==> run_1/m1.png <==
Bar = 20 um.
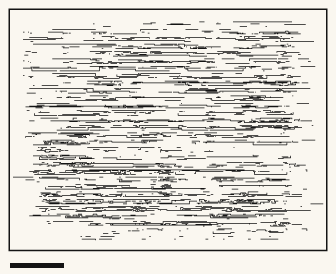
==> run_1/m2.png <==
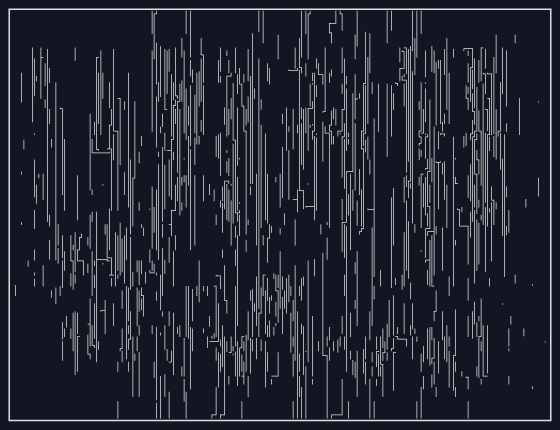
==> run_1/m3.png <==
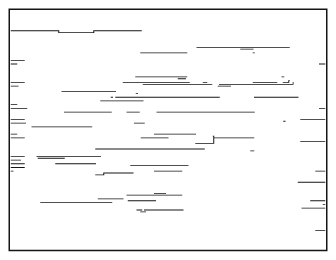
==> run_1/congestion_map.png <==
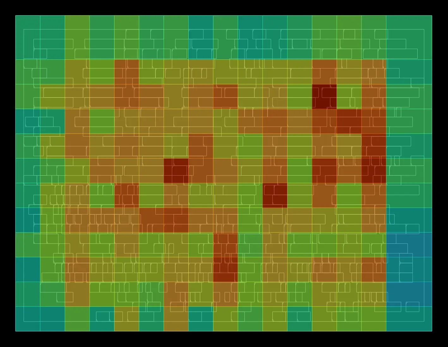
### src/rtl/rtc_burst_seq.sv
// rtc_burst_seq: moves 1..DEPTH consecutive DS1302 registers between the chip and a local
// byte buffer, one rtc_control transaction per byte. Define RTC_AUTO_WP_EN to wrap write bursts in WP clear/set.
module rtc_burst_seq #(
  parameter int DEPTH = 8,
  localparam int IW = $clog2(DEPTH)
) (
  input  logic          clock,
  input  logic          ioclr,
  input  logic          go,
  input  logic          dir_rd,
  input  logic          ram_sel,
  input  logic [4:0]    base,
  input  logic [IW-1:0] len,
  output logic          busy,
  output logic          done,
  input  logic          buf_we,
  input  logic [IW-1:0] buf_wa,
  input  logic [7:0]    buf_wd,
  input  logic [IW-1:0] buf_ra,
  output logic [7:0]    buf_rd,
  output logic [6:0]    ctl_cmd,
  output logic [7:0]    ctl_dout,
  output logic          ctl_start,
  input  logic          ctl_idle,
  input  logic [7:0]    ctl_din
);

  typedef enum logic [1:0] {S_IDLE, S_ISSUE, S_WAIT, S_NEXT} state_t;

  state_t        state_q, state_d;
  logic          dir_q, dir_d;
  logic          ram_q, ram_d;
  logic [4:0]    base_q, base_d;
  logic [IW-1:0] len_q, len_d;
  logic [IW-1:0] idx_q, idx_d;
  logic          busy_q, busy_d;
  logic          done_q, done_d;
  logic          start_q, start_d;
  logic [6:0]    cmd_q, cmd_d;
  logic [7:0]    dout_q, dout_d;
  logic [7:0]    buf_mem [DEPTH];
  logic [4:0]    addr;
  logic          xfer_end;
  logic          last_xfer;
  logic          cap_we;

`ifdef RTC_AUTO_WP_EN
  typedef enum logic [1:0] {PH_PRE, PH_DATA, PH_POST} phase_t;
  phase_t phase_q, phase_d;
`endif

  // Idle is still high in the start cycle, so the handshake only counts once start has dropped.
  assign addr     = base_q + 5'(idx_q);
  assign xfer_end = (state_q == S_WAIT) && !start_q && ctl_idle;
  assign cap_we   = xfer_end && dir_q && !ioclr;

`ifdef RTC_AUTO_WP_EN
  assign last_xfer = (phase_q == PH_POST) || ((phase_q == PH_DATA) && dir_q && (idx_q == len_q));
`else
  assign last_xfer = (idx_q == len_q);
`endif

  always_ff @(posedge clock) begin
    if (ioclr) state_q <= S_IDLE;
    else       state_q <= state_d;
  end

  always_comb begin
    state_d = state_q;
    case (state_q)
      S_IDLE:  if (go) state_d = S_ISSUE;
      S_ISSUE: if (ctl_idle) state_d = S_WAIT;
      S_WAIT:  if (xfer_end) state_d = S_NEXT;
      S_NEXT:  state_d = last_xfer ? S_IDLE : S_ISSUE;
      default: state_d = S_IDLE;
    endcase
  end

  always_comb begin
    dir_d   = dir_q;
    ram_d   = ram_q;
    base_d  = base_q;
    len_d   = len_q;
    idx_d   = idx_q;
    busy_d  = busy_q;
    done_d  = done_q;
    start_d = 1'b0;
    cmd_d   = cmd_q;
    dout_d  = dout_q;
`ifdef RTC_AUTO_WP_EN
    phase_d = phase_q;
`endif
    case (state_q)
      S_IDLE: begin
        if (go) begin
          dir_d  = dir_rd;
          ram_d  = ram_sel;
          base_d = base;
          len_d  = len;
          idx_d  = '0;
          done_d = 1'b0;
          busy_d = 1'b1;
`ifdef RTC_AUTO_WP_EN
          phase_d = dir_rd ? PH_DATA : PH_PRE;
`endif
        end
      end
      S_ISSUE: begin
        if (ctl_idle) begin
          start_d = 1'b1;
          cmd_d   = {ram_q, addr, dir_q};
          dout_d  = dir_q ? 8'h00 : buf_mem[idx_q];
`ifdef RTC_AUTO_WP_EN
          if (phase_q == PH_PRE) begin
            cmd_d  = 7'h0E;
            dout_d = 8'h00;
          end else if (phase_q == PH_POST) begin
            cmd_d  = 7'h0E;
            dout_d = 8'h80;
          end
`endif
        end
      end
      S_NEXT: begin
        if (last_xfer) begin
          done_d = 1'b1;
          busy_d = 1'b0;
        end else begin
`ifdef RTC_AUTO_WP_EN
          if (phase_q == PH_PRE)     phase_d = PH_DATA;
          else if (idx_q == len_q)   phase_d = PH_POST;
          else                       idx_d   = idx_q + 1'b1;
`else
          idx_d = idx_q + 1'b1;
`endif
        end
      end
      default: ;
    endcase
  end

  always_ff @(posedge clock) begin
    if (ioclr) begin
      dir_q   <= 1'b0;
      ram_q   <= 1'b0;
      base_q  <= '0;
      len_q   <= '0;
      idx_q   <= '0;
      busy_q  <= 1'b0;
      done_q  <= 1'b0;
      start_q <= 1'b0;
      cmd_q   <= '0;
      dout_q  <= '0;
`ifdef RTC_AUTO_WP_EN
      phase_q <= PH_DATA;
`endif
    end else begin
      dir_q   <= dir_d;
      ram_q   <= ram_d;
      base_q  <= base_d;
      len_q   <= len_d;
      idx_q   <= idx_d;
      busy_q  <= busy_d;
      done_q  <= done_d;
      start_q <= start_d;
      cmd_q   <= cmd_d;
      dout_q  <= dout_d;
`ifdef RTC_AUTO_WP_EN
      phase_q <= phase_d;
`endif
    end
  end

  // Buffer has no reset so partial read results survive an abort.
  always_ff @(posedge clock) begin
    if (cap_we)                 buf_mem[idx_q]  <= ctl_din;
    else if (buf_we && !busy_q) buf_mem[buf_wa] <= buf_wd;
  end

  assign busy      = busy_q;
  assign done      = done_q;
  assign ctl_start = start_q;
  assign ctl_cmd   = cmd_q;
  assign ctl_dout  = dout_q;
  assign buf_rd    = buf_mem[buf_ra];

endmodule

### config.mk
export PLATFORM = sky130hd
export DESIGN_NAME = rtc_burst_seq
export DESIGN_NICKNAME = d
export VERILOG_FILES = /design/src/rtl/rtc_burst_seq.sv
export SDC_FILE = /design/constraint.sdc
export NUM_CORES = 1
export LEC_CHECK = 0
export CORE_ASPECT_RATIO = 0.75
export CORE_MARGIN = 2
export CORE_UTILIZATION = 50
export DETAILED_ROUTE_END_ITERATION = 8
export PLACE_DENSITY_LB_ADDON = 0.05
export RECOVER_POWER = 50
export SLEW_MARGIN = 20
export SYNTH_ARGS = -nofsm -noshare
export SYNTH_HDL_FRONTEND = slang
export SYNTH_SLANG_ARGS = --single-unit
export TNS_END_PERCENT = 1
### constraint.sdc
create_clock -name clock -period 2.2 [get_ports clock]
set_input_delay 0.55 -clock clock [delete_from_list [all_inputs] [get_ports clock]]
set_output_delay 0.55 -clock clock [all_outputs]
set_load 0.01 [all_outputs]
==> changes_impl.md, run 1 <==
### Metrics

* Status: finished with violations
* Failing checks: negative setup slack
* DRT Pass-1 Iters at 4
* Syn_area_per_cell at 13.0 um2
* Placed cell count at 557
* Biggest area cells: edfxtp_1 (41%), dfxtp_1 (15%), mux4_2 (11%), mux2_2 (7.6%), nand2_1 (3.8%)
* Maxcap violations at 0
* RD Place Congestion at 0.775
* Startpoint types: primary input
* Slowest stage delay, CP at 500 ps
* Post-layout period usage of the worst path at 103%
* Flop area at 0.00264 mm2
* Crit-path cells: buf_12 > buf_12 > mux4_2 > mux2_4 > buf_6
* Area grow syn2layout at 26.6%
* First-pass GRT wire length at 17400 um
* Top cells by count, synth: edfxtp_1 (64), nand2_1 (48), dfxtp_1 (36)
* # rows at 30
* Mapped Area at 0.00473 mm2
* DRC at 0
* Yosys cell count at 363
* Post-route ant nets at 0
* Worst hold path class: flop to flop
* IO Pins at 63
* Syn nets at 410
* Worst slack, placed at -897 ps
* Final Setup Violations at 8
* Area share of the largest cell type after synthesis at 40.7%
* # diodes at 0
* CTS clk-pin slew, worst paths at 60 ps
* Pre-Place Util at 51.8%
* Fin. Hold Viols at 0
* Mapped Cells at 363
* RSZ-0062 raised after global routing: true
* Slew Limit Fails at 0
* Via/cell ratio at 5.67
* CTS Hold Bufs at 0
* DP HPWL at 7660 um
* Vias in the first global route at 3259
* Largest net degree at the start of global routing at 25
* Unique masters post-synth at 42
* Clk sinks at 100
* H-tree depth at 3
* Final worst slack at -58.7 ps
-- m1.png (at the start) --
- share of all routed wire: 46%
- main direction: horizontal
- longest straight run: 57.0 um
- wire length on this layer: 5080 um
drt total wl: 11000 um
Vias: 3260
grt met1 use: 34.4%

-- m2.png (at the start) --
- nets with wire on the layer: 410
- wire length on this layer: 4960 um
- share of all routed wire: 45%

-- m3.png (at the start) --
- longest straight run: 40.0 um
- share of all routed wire: 7.1%
- nets with wire on the layer: 57
- wire length on this layer: 779 um
met3 usage: 4.71%

-- congestion_map.png (at the start) --
met2 Use GR: 35.5%
routed length per instance: 19.1 um
gr usage total: 23.3%
Util after Layout: 65.6%
GRT busiest layer: met2

[run 1: power by group]
group,internal (W),total (W),switching [W]
clock,0.000770,0.00144,0.000668
combinational,0.000478,0.00103,0.000548
sequential,0.00219,0.00227,0.0000865
total,0.00344,0.00474,0.00130
[run 1: logic make-up (layout without fill, tap and decap cells)]
| family | after synthesis | after routing | share of synthesized area (%) |
|---|---|---|---|
| and+or+nand+nor | 106 | 106 | 10.9 |
| DFF | 100 | 100 | 55.9 |
| xor gates and xnor gates | 4 | 4 | 0.741 |
| muxes | 57 | 57 | 19.3 |
| AOI/OAI and AO/OA | 57 | 57 | 7.62 |
| adders and majority gates | 10 | 10 | 2.81 |
| buffers and inverters | 29 | 113 | 2.75 |
[run 1: through the flow]
stage	hold WS (ps)	cell area (um2)	TNS, ps
3_5_place_dp	441	5660	-25570
2_1_floorplan	432	4730	-3640
5_1_grt	470	5990	-1140
3_3_place_gp	438	5660	-27530
6_report	447	5990	-325
4_1_cts	455	6010	-348
[run 1: registers in the layout, indices dropped and copies added, names as in the netlist, named ones only]
name       cells
done           1
len_q          3
ram_q          1
ctl_start      1
dir_q          1
busy           1
ctl_dout       8
ctl_cmd        7
buf_mem       64
base_q         5
idx_q          3
state_q        2
[run 1: worst paths after layout]
check	endpoint	from	depth (start not counted)	slack, ps
hold / removal	ctl_dout[5]$_SDFFE_PP0P_	ctl_dout[5]$_SDFFE_PP0P_	2	450
setup / recovery	buf_rd[3]	buf_ra[0]	5	-60
hold reg to reg	ctl_dout[5]$_SDFFE_PP0P_	ctl_dout[5]$_SDFFE_PP0P_	2	450
setup reg to reg	buf_mem[4][4]$_DFFE_PP_	state_q[0]$_SDFFE_PP0P_	7	290
[run 1: what timing repair did]
action                     in CTS  in global routing
cloned                          2                  0
pin swaps                       0                  0
setup endpoints to repair       8                 15
gates resized                  58                  3
[run 1: tightest hold or removal path: cells and delay by family (launching register included)]
family	cells	cell delay, ps
flops	1	320
compound gates	1	50
simple gates	1	50
[run 1: area by class of cell]
type                            count  share of cell area, %
Timing Repair Buffer               92                   15.3
Tap cell                          128                   2.68
Sequential cell                   100                   44.1
Inverter                            5                  0.314
Multi-Input combinational cell    234                   33.0
Clock buffer                       11                   3.89
Clock inverter                      5                  0.606
[run 1: metal layers]
layer	global-route usage [%]	wire, um	vias up
met5	0	0	-
met4	6.49	140	0
met2	35.5	4960	116
li1	-	-	1543
met3	4.71	779	12
met1	34.4	5080	1589
[run 1: placed cells by master, fill, tap and decap left out, types with 5 or more instances in the layout]
cell type and instances:
inv_1 5, dfxtp_1 36, nand2_1 48, o22ai_1 8, o21ai_0 5, mux2_2 26, nand3_1 9, dlygate4sd3_1 20
nor2_1 16, clkbuf_1 7, clkbuf_16 9, buf_6 8, ha_1 9, mux4_2 24, o31ai_1 11, clkdlybuf4s50_1 31
a21oi_1 19, buf_4 17, nor2b_1 7, edfxtp_1 64
==> run 2, diff against run 1 <==
- GPL_ROUTABILITY_DRIVEN: default -> 1
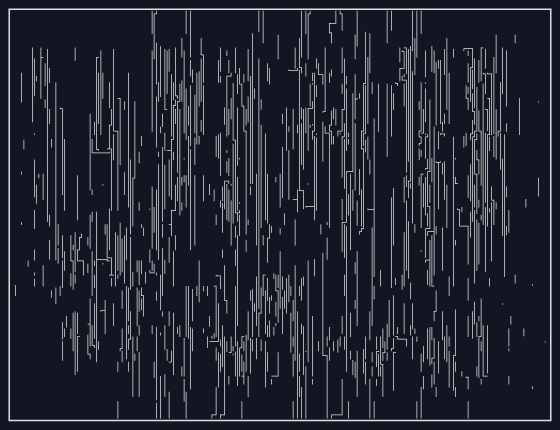
(run_2/m2.png)
- main direction: vertical
- nets with wire on the layer: 410

==> run 2 against run 1 <==
  * The run still ends with negative setup slack left
  * Global-route usage unchanged
  * Flip-flop count unchanged
  * Fmax unchanged
  * Critical path depth unchanged
  * Utilization unchanged
  * Synthesized area unchanged
  * Largest cell class unchanged
==> changes_impl.md, run 2 <==
### Metrics

* Flop pwr share at 48.0% (about the same)
* Simple-Gate Area Share at 10.9% (unchanged)
* Mapped Area at 0.00473 mm2 (unchanged)
* Adder Area Share at 2.81% (unchanged)
* Syn_area_per_cell at 13.0 um2 (unchanged)
* Area grow syn2layout at 26.6% (unchanged)
* Biggest area cells: edfxtp_1 (41%), dfxtp_1 (15%), mux4_2 (11%), mux2_2 (7.6%), nand2_1 (3.8%) (unchanged)
* H-tree depth at 3 (unchanged)
* Syn nets at 410 (unchanged)
* Max FFs per register at 64 (unchanged)
* R2R depth at 7 (unchanged)
* Maxcap violations at 0 (unchanged)
* Post-place instance area at 0.00566 mm2 (unchanged)
* Power Internal at 0.00344 W (unchanged)
* Most instantiated logic cells after routing: edfxtp_1 (64), nand2_1 (48), dfxtp_1 (36) (unchanged)
* Status: finished with violations (unchanged)
* Failing checks: negative setup slack (unchanged)
* Reg with most FFs: buf_mem (unchanged)
* DP HPWL at 7660 um (unchanged)
* Fin area at 0.00599 mm2 (unchanged)
* Vias at 3260 (unchanged)
* DRC at 0 (unchanged)
* Worst slack, placed at -897 ps (unchanged)
* # diodes at 0 (unchanged)
* Util after Layout at 65.6% (unchanged)
* Unique masters post-synth at 42 (unchanged)
* Worst hold path class: flop to flop (unchanged)
* Clock share of power at 30.3% (about the same)
* IO Pins at 63 (unchanged)
* Startpoint types: primary input (unchanged)
* RD Place Congestion at 0.775 (unchanged)
* Final Setup Violations at 8 (unchanged)
* Via/cell ratio at 5.67 (unchanged)
* CTS Hold Bufs at 0 (unchanged)
* Yosys cell count at 363 (unchanged)
* DRT Pass-1 Iters at 4 (unchanged)
* Final worst slack at -58.7 ps (unchanged)
* Post-route ant nets at 0 (unchanged)
* Crit-path cells: buf_12 > buf_12 > mux4_2 > mux2_4 > buf_6 (unchanged)
* Synth Area in XOR/XNOR at 0.741% (unchanged)
* Pre-Place Util at 51.8% (unchanged)
* Drt total wl at 11000 um (unchanged)
* Dominant logic cell type in the layout: edfxtp_1 (unchanged)
* Gate power share at 21.7% (about the same)
* Fin. Hold Viols at 0 (unchanged)
* Placed cell count at 557 (unchanged)
* Mux contribution to synthesized area at 19.3% (unchanged)
* CTS clk-pin slew, worst paths at 60 ps (about the same)
-- run 2: cell counts after synthesis --
Identical to the previous run, type by type.
-- run 2: repair_timing --
action	in CTS	in global routing
cloned	2	0
resized	58	3
endpoints found under the setup margin	8	15
-- run 2: worst paths after layout --
| kind | to | start | slack, ps |
|---|---|---|---|
| max | buf_rd[3] | buf_ra[0] | -60 |
| min | ctl_dout[5]$_SDFFE_PP0P_ | ctl_dout[5]$_SDFFE_PP0P_ | 450 |
| max reg2reg | buf_mem[4][4]$_DFFE_PP_ | state_q[0]$_SDFFE_PP0P_ | 290 |
| min reg2reg | ctl_dout[5]$_SDFFE_PP0P_ | ctl_dout[5]$_SDFFE_PP0P_ | 450 |
-- run 2: routing by layer --
layer / track usage (%) / vias up / part of all wire (%)
met3: 4.71 / 12 / 7.1
met1: 34.4 / 1589 / 46
met5: 0 / - / 0
li1: - / 1543 / -
met2: 35.5 / 116 / 45
met4: 6.49 / 0 / 1.3
-- run 2: per-stage QoR --
step | setup TNS [ps] | power, W
4_1_cts | -348 | 0.00481
6_report | -325 | 0.00474
5_1_grt | -1140 | 0.00495
2_1_floorplan | -3640 | 0.00291
3_5_place_dp | -25570 | 0.00336
3_3_place_gp | -27530 | 0.00333
-- run 2: power by group through the flow --
stage | sequential (W) | combinational, W | clock (W)
after floorplan | 0.00232 | 0.000594 | 0
after global placement | 0.00231 | 0.00102 | 0
after detailed placement | 0.00232 | 0.00105 | 0
after CTS | 0.00228 | 0.00108 | 0.00146
after global routing | 0.00229 | 0.00113 | 0.00153
final | 0.00227 | 0.00103 | 0.00144
-- run 2: cell families (layout without fill, tap and decap cells) --
kind of cell / after synthesis / after routing
and+or+nand+nor: 106 / 106
DFF: 100 / 100
AOI/OAI and AO/OA: 57 / 57
muxes: 57 / 57
buffers and inverters: 29 / 113
adders and majority gates: 10 / 10
xor gates and xnor gates: 4 / 4
-- run 2: critical path: cells and delay by family --
kind / cells / cell delay, ps
buf+inv: 3 / 350
mux: 2 / 790
-- run 2: cell type report --
cell class	instances	area [um2]	area share (%)
Clock buffer	11	233	3.89
Clock inverter	5	36.3	0.606
Inverter	5	18.8	0.314
Multi-Input combinational cell	234	1980	33.0
Sequential cell	100	2640	44.1
Tap cell	128	160	2.68
Timing Repair Buffer	92	918	15.3
Power and IR drop assume default switching activity.
